metal_stack.png
Drawn at 4 px/µm. Only two layers are drawn.
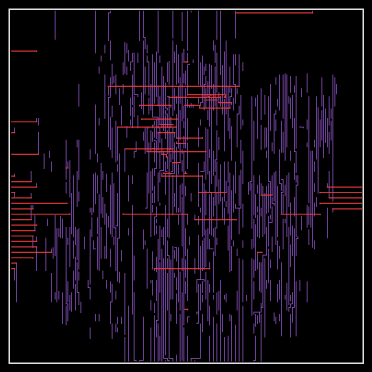
gate_families.png
Drawn at 4 px/µm.
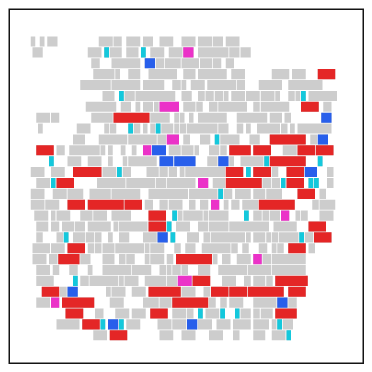
zoom.png
Region (29, 29) to (59, 59) µm. Cells in grey, sequential cells in the stronger grey; small squares are vias.
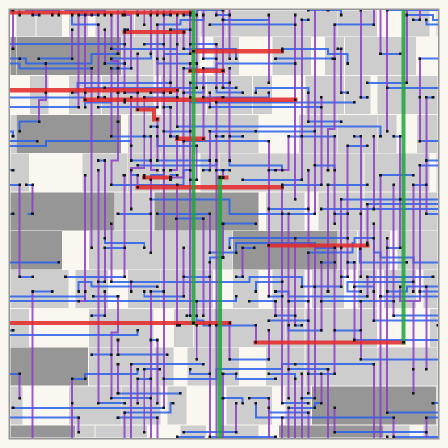
final_placement.png
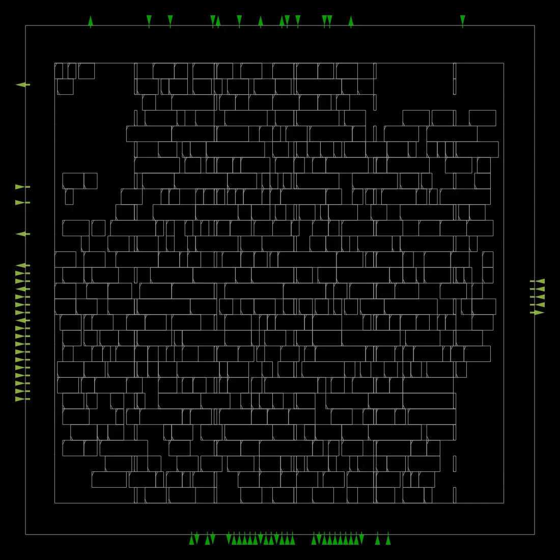
`config.mk`:
```
export PLATFORM = sky130hd
export DESIGN_NAME = trade_decision_unit_flat
export DESIGN_NICKNAME = d
export VERILOG_FILES = /design/src/rtl/trade_decision_unit_if.sv /design/src/rtl/trade_decision_unit.sv /design/src/flat_wrapper.sv
export SDC_FILE = /design/constraint.sdc
export NUM_CORES = 1
export LEC_CHECK = 0
export ABC_CLOCK_PERIOD_IN_PS = 2320
export CAP_MARGIN = 5
export CORE_MARGIN = 5
export CORE_UTILIZATION = 45
export CTS_CLUSTER_DIAMETER = 60
export CTS_CLUSTER_SIZE = 30
export DETAILED_ROUTE_END_ITERATION = 12
export GPL_TIMING_DRIVEN = 0
export PLACE_DENSITY = 0.77
export SLEW_MARGIN = 10
export SYNTH_ARGS = -nofsm -noshare
export SYNTH_HDL_FRONTEND = slang
export SYNTH_SLANG_ARGS = --single-unit
```
`constraint.sdc`:
```
create_clock -name clk -period 2.32 [get_ports clk]
set_clock_uncertainty 0.1 [all_clocks]
set_input_delay 0.232 -clock clk [delete_from_list [all_inputs] [get_ports clk]]
set_output_delay 0.232 -clock clk [all_outputs]
set_load 0.005 [all_outputs]
```
`src/rtl/trade_decision_unit_if.sv`:
```
// Strategy-vote bus into the trade decision unit and its result bus back out.
// Latency: n/a (signal bundle only); no backpressure, the consumer takes every valid sample.
// Signals: strat_valid/buy_vec/sell_vec (votes in), buy_score/sell_score/score_valid,
//          buy_signal/sell_signal pulses, position, cooldown_active (results out).
interface trade_decision_unit_if #(
  parameter int N_STRAT = 3,
  parameter int SCORE_W = 6
);
  logic               strat_valid;
  logic [N_STRAT-1:0] buy_vec;
  logic [N_STRAT-1:0] sell_vec;
  logic [SCORE_W-1:0] buy_score;
  logic [SCORE_W-1:0] sell_score;
  logic               score_valid;
  logic               buy_signal;
  logic               sell_signal;
  logic [1:0]         position;
  logic               cooldown_active;

  // master: strategy side that produces votes and consumes decisions
  modport master (
    output strat_valid, buy_vec, sell_vec,
    input  buy_score, sell_score, score_valid, buy_signal, sell_signal,
           position, cooldown_active
  );

  // slave: the decision unit itself
  modport slave (
    input  strat_valid, buy_vec, sell_vec,
    output buy_score, sell_score, score_valid, buy_signal, sell_signal,
           position, cooldown_active
  );
endinterface

```
`src/rtl/trade_decision_unit.sv`:
```
// Weighted buy/sell vote combiner with confirmation, FLAT/LONG/SHORT position FSM and cooldown.
// Latency: scores 1 cycle after strat_valid, trade pulse 2 cycles after (confirm <= 1).
// Backpressure: none; every valid sample is scored, enable only suppresses new trades.
// Ports: clk, rst (sync, active-high), enable_i, cfg_*_i runtime weights/thresholds/
//        confirm/cooldown, bus (slave modport: votes in, scores/signals/position out).
module trade_decision_unit #(
  parameter int N_STRAT = 3,
  parameter int W_WIDTH = 3,
  parameter int SCORE_W = W_WIDTH + $clog2(N_STRAT) + 1,
  parameter int CONF_W  = 4,
  parameter int CD_W    = 8
) (
  input  logic                       clk,
  input  logic                       rst,
  input  logic                       enable_i,
  input  logic [N_STRAT*W_WIDTH-1:0] cfg_buy_w_i,
  input  logic [N_STRAT*W_WIDTH-1:0] cfg_sell_w_i,
  input  logic [SCORE_W-1:0]         cfg_buy_th_i,
  input  logic [SCORE_W-1:0]         cfg_sell_th_i,
  input  logic [CONF_W-1:0]          cfg_confirm_i,
  input  logic [CD_W-1:0]            cfg_cooldown_i,
  trade_decision_unit_if.slave       bus
);

  typedef enum logic [1:0] {
    FLAT  = 2'b00,
    LONG  = 2'b01,
    SHORT = 2'b10
  } pos_e;

  // Stage 1 state
  logic [SCORE_W-1:0] buy_score_q, buy_score_d;
  logic [SCORE_W-1:0] sell_score_q, sell_score_d;
  logic               score_valid_q;

  // Stage 2 state
  logic [CONF_W-1:0]  buy_cnt_q, buy_cnt_d;
  logic [CONF_W-1:0]  sell_cnt_q, sell_cnt_d;
  logic [CD_W-1:0]    cd_q, cd_d;
  pos_e               pos_q, pos_d;
  logic               buy_signal_q, sell_signal_q;

  // Stage 2 combinational terms
  logic [CONF_W-1:0]  eff_confirm;
  logic [CONF_W:0]    buy_cnt_p1, sell_cnt_p1;
  logic               buy_q, sell_q;
  logic               buy_ok, sell_ok;
  logic               conflict;
  logic               trade_ok;
  logic               fire_buy, fire_sell;

  // ---------------------------------------------------------------
  // Stage 1: weighted vote sums; the score width covers the worst
  // case of every strategy voting at full weight.
  // ---------------------------------------------------------------
  always_comb begin
    buy_score_d  = buy_score_q;
    sell_score_d = sell_score_q;
    if (bus.strat_valid) begin
      buy_score_d  = '0;
      sell_score_d = '0;
      for (int i = 0; i < N_STRAT; i++) begin
        if (bus.buy_vec[i])
          buy_score_d = buy_score_d + SCORE_W'(cfg_buy_w_i[i*W_WIDTH +: W_WIDTH]);
        if (bus.sell_vec[i])
          sell_score_d = sell_score_d + SCORE_W'(cfg_sell_w_i[i*W_WIDTH +: W_WIDTH]);
      end
    end
  end

  // ---------------------------------------------------------------
  // Stage 2: confirmation. The current qualifying sample counts
  // toward the run, hence the +1 against the required length.
  // ---------------------------------------------------------------
  assign eff_confirm = (cfg_confirm_i == '0) ? CONF_W'(1) : cfg_confirm_i;
  assign buy_cnt_p1  = {1'b0, buy_cnt_q}  + {{CONF_W{1'b0}}, 1'b1};
  assign sell_cnt_p1 = {1'b0, sell_cnt_q} + {{CONF_W{1'b0}}, 1'b1};

  assign buy_q   = buy_score_q  >= cfg_buy_th_i;
  assign sell_q  = sell_score_q >= cfg_sell_th_i;
  assign buy_ok  = score_valid_q && buy_q  && (buy_cnt_p1  >= {1'b0, eff_confirm});
  assign sell_ok = score_valid_q && sell_q && (sell_cnt_p1 >= {1'b0, eff_confirm});

  assign conflict = buy_ok && sell_ok;
  assign trade_ok = enable_i && (cd_q == '0) && !conflict;

  // Position FSM next-state and trade pulses
  always_comb begin
    pos_d     = pos_q;
    fire_buy  = 1'b0;
    fire_sell = 1'b0;
    if (trade_ok) begin
      unique case (pos_q)
        FLAT: begin
          if (buy_ok) begin
            pos_d    = LONG;
            fire_buy = 1'b1;
          end else if (sell_ok) begin
            pos_d     = SHORT;
            fire_sell = 1'b1;
          end
        end
        LONG: begin
          if (sell_ok) begin
            pos_d     = FLAT;
            fire_sell = 1'b1;
          end
        end
        SHORT: begin
          if (buy_ok) begin
            pos_d    = FLAT;
            fire_buy = 1'b1;
          end
        end
        default: pos_d = FLAT;
      endcase
    end
  end

  // Confirm counters: only move on evaluated samples. A conflict or a
  // trade on that side wipes the run so the next trade needs a fresh one.
  always_comb begin
    buy_cnt_d  = buy_cnt_q;
    sell_cnt_d = sell_cnt_q;
    if (score_valid_q) begin
      if (conflict || !buy_q || fire_buy)
        buy_cnt_d = '0;
      else if (buy_cnt_q >= cfg_confirm_i)
        buy_cnt_d = cfg_confirm_i;
      else
        buy_cnt_d = buy_cnt_q + CONF_W'(1);

      if (conflict || !sell_q || fire_sell)
        sell_cnt_d = '0;
      else if (sell_cnt_q >= cfg_confirm_i)
        sell_cnt_d = cfg_confirm_i;
      else
        sell_cnt_d = sell_cnt_q + CONF_W'(1);
    end
  end

  // Cooldown: a trade reloads, otherwise free-running down to zero
  always_comb begin
    cd_d = cd_q;
    if (fire_buy || fire_sell)
      cd_d = cfg_cooldown_i;
    else if (cd_q != '0)
      cd_d = cd_q - CD_W'(1);
  end

  always_ff @(posedge clk) begin
    if (rst) begin
      buy_score_q   <= '0;
      sell_score_q  <= '0;
      score_valid_q <= 1'b0;
      buy_cnt_q     <= '0;
      sell_cnt_q    <= '0;
      cd_q          <= '0;
      pos_q         <= FLAT;
      buy_signal_q  <= 1'b0;
      sell_signal_q <= 1'b0;
    end else begin
      buy_score_q   <= buy_score_d;
      sell_score_q  <= sell_score_d;
      score_valid_q <= bus.strat_valid;
      buy_cnt_q     <= buy_cnt_d;
      sell_cnt_q    <= sell_cnt_d;
      cd_q          <= cd_d;
      pos_q         <= pos_d;
      buy_signal_q  <= fire_buy;
      sell_signal_q <= fire_sell;
    end
  end

  assign bus.buy_score       = buy_score_q;
  assign bus.sell_score      = sell_score_q;
  assign bus.score_valid     = score_valid_q;
  assign bus.buy_signal      = buy_signal_q;
  assign bus.sell_signal     = sell_signal_q;
  assign bus.position        = pos_q;
  assign bus.cooldown_active = (cd_q != '0);

endmodule

```
`src/flat_wrapper.sv`:
```
// flat-port wrapper written by rule: the top's interface ports become plain ports
module trade_decision_unit_flat 
#(
  parameter int N_STRAT = 3,
  parameter int W_WIDTH = 3,
  parameter int SCORE_W = W_WIDTH + $clog2(N_STRAT) + 1,
  parameter int CONF_W  = 4,
  parameter int CD_W    = 8
)
  (clk, rst, enable_i, cfg_buy_w_i, cfg_sell_w_i, cfg_buy_th_i, cfg_sell_th_i, cfg_confirm_i, cfg_cooldown_i, bus_strat_valid, bus_buy_vec, bus_sell_vec, bus_buy_score, bus_sell_score, bus_score_valid, bus_buy_signal, bus_sell_signal, bus_position, bus_cooldown_active);
  trade_decision_unit_if #(.N_STRAT(N_STRAT), .SCORE_W(SCORE_W)) bus_i ();
  input  logic clk;
  input  logic rst;
  input  logic enable_i;
  input  logic [N_STRAT*W_WIDTH-1:0] cfg_buy_w_i;
  input  logic [N_STRAT*W_WIDTH-1:0] cfg_sell_w_i;
  input  logic [SCORE_W-1:0] cfg_buy_th_i;
  input  logic [SCORE_W-1:0] cfg_sell_th_i;
  input  logic [CONF_W-1:0] cfg_confirm_i;
  input  logic [CD_W-1:0] cfg_cooldown_i;
  input wire logic [$bits(bus_i.strat_valid)-1:0] bus_strat_valid;
  input wire logic [$bits(bus_i.buy_vec)-1:0] bus_buy_vec;
  input wire logic [$bits(bus_i.sell_vec)-1:0] bus_sell_vec;
  output wire logic [$bits(bus_i.buy_score)-1:0] bus_buy_score;
  output wire logic [$bits(bus_i.sell_score)-1:0] bus_sell_score;
  output wire logic [$bits(bus_i.score_valid)-1:0] bus_score_valid;
  output wire logic [$bits(bus_i.buy_signal)-1:0] bus_buy_signal;
  output wire logic [$bits(bus_i.sell_signal)-1:0] bus_sell_signal;
  output wire logic [$bits(bus_i.position)-1:0] bus_position;
  output wire logic [$bits(bus_i.cooldown_active)-1:0] bus_cooldown_active;
  assign bus_i.strat_valid = bus_strat_valid;
  assign bus_i.buy_vec = bus_buy_vec;
  assign bus_i.sell_vec = bus_sell_vec;
  assign bus_buy_score = bus_i.buy_score;
  assign bus_sell_score = bus_i.sell_score;
  assign bus_score_valid = bus_i.score_valid;
  assign bus_buy_signal = bus_i.buy_signal;
  assign bus_sell_signal = bus_i.sell_signal;
  assign bus_position = bus_i.position;
  assign bus_cooldown_active = bus_i.cooldown_active;
  trade_decision_unit #(.N_STRAT(N_STRAT), .W_WIDTH(W_WIDTH), .SCORE_W(SCORE_W), .CONF_W(CONF_W), .CD_W(CD_W)) u_core (.clk(clk), .rst(rst), .enable_i(enable_i), .cfg_buy_w_i(cfg_buy_w_i), .cfg_sell_w_i(cfg_sell_w_i), .cfg_buy_th_i(cfg_buy_th_i), .cfg_sell_th_i(cfg_sell_th_i), .cfg_confirm_i(cfg_confirm_i), .cfg_cooldown_i(cfg_cooldown_i), .bus(bus_i));
endmodule
```
==> run summary <==
yosys + openroad results -> Core Util at FP 0.464, CP max stage cell clkdlybuf4s50_1, Synthesized registers 31, largest net degree at the start of global routing 11, Diodes inserted 0, Signal buffers 91, non-clock inverter count 31, YS chip area 2750 µm², grt ovf 0, failing checks negative setup slack, setup slack, reg-to-reg -0.01 ns, cell count in the Yosys report 325, hold_sp cfg_confirm_i[2], RSZ-0062 raised after global routing yes, max-cap viol count 0, setup TNS -0.0647 ns, Combinational Gates 257, Comb area 2350 µm², Area-dominant class logic gates, Area leader share 0.226, ClkCell Share 0.0243, worst min path class in2reg, distinct lib cells approximately 53, worst slew pin tran 0.604 ns, post-CTS setup buffer count 15, simple-gate portion of the synthesized area 0.195, Final Hold Fails 0, Syn Area/Cell between 8 and 9 µm², worst path arrival time 2.41 ns, Finished Cell Area 4120 µm², sequential fraction of the synthesis area 0.226, synthesis warning total 0, TritonCTS buffer count 5, Async S/R FF share, synth 0, layout cells sized above 1 0.273, clock tree buffer depth 2, Tot GR Track Use 0.189, final net count 514, Top logic family adder cells, Adders+Majority by Area 0.216, crit-path cells clkdlybuf4s50_1 > inv_1 > ha_1 > a21o_1 > a21oi_2 > o32ai_4 > a2111oi_4 > a31oi_4 > mux2_4, Final WS setup -0.0235 ns, Seq cells 31, Top-Level Pins 70, run status complete, but fails checks, Sink Count 31, initial antenna violation count 0, Placed Instances between 400 and 500, Mux area share 0.0770, Worst Path Buf+Inv 2, XORs/XNORs by Area 0.0415, delay-heaviest family, CP AND-OR/OR-AND gates, top cell type by instance count after synthesis ha_1, Via density 5.52, worst r2r src u_core.buy_cnt_q[2], PostCTS Resize Cnt 72, Setup violations, final 3, Register Area 644 µm², Initial DRC Count 236, area grow syn2layout 49.8%, CP startpoint cfg_sell_th_i[3], port bufs approximately 66, P per Cell Area ~540 nW/µm², CTS tree yes, H-tree Lvls 2, worst vdd ir 336 µV, pre-CTS setup slack -0.770 ns, startpoint class of the critical path input pin, cycle use final 1.01, hold_ws 0.195 ns, Setup crit end kind register, CP max FO 6, final wirelength 7.87 mm
Back to the opening pictures, metal_stack.png:
colour	layer	wire length
red	met3	412 µm
purple	met2	4100 µm
DR WL/cell: 16.0 µm
via count: 2722

Back to the opening pictures, gate_families.png:
colour	family	cells
cyan	inverters	31
blue	AND-OR and OR-AND gates	13
magenta	AND and OR gates	10
red	adder and majority cells	45

Back to the opening pictures, zoom.png:
colour	layer
red	met3
green	met4
blue	met1
purple	met2
most frequent	dfxtp_1 (6)
sequential cells in the window	7
netlist names of flops here include	u_core.bus.position (2), u_core.buy_cnt_q (2)
cells with their middle in the window	78

Back to the opening pictures, final_placement.png:
Seq area share: 0.157
# fillers: 458
Core ar.: 5920 µm²

## metal layers
metal	share of wire	vias up	GRT usage
li1	-	1344	-
met1	0.41	1286	0.235
met2	0.52	79	0.336
met3	0.052	13	0.0348
met4	0.018	0	0.0495
met5	0	-	0
## path summary, 6_finish.rpt
check                              end  cells past startpoint
setup / recovery        u_core.cd_q[0]                      9
hold reg to reg   u_core.sell_cnt_q[0]                      2
hold / removal    u_core.sell_cnt_q[2]                      3
setup reg to reg        u_core.cd_q[0]                      8
## power breakdown
| part | internal (mW) | leakage (nW) | total, mW | switching, mW |
|---|---|---|---|---|
| registers | 0.593 | 0.259 | 0.675 | 0.0812 |
| logic | 0.593 | 1.47 | 1.09 | 0.496 |
| clock network | 0.270 | 0.0515 | 0.466 | 0.196 |
| total | 1.46 | 1.78 | 2.23 | 0.773 |
No activity file was given, so power comes from the tool's default toggle rates.
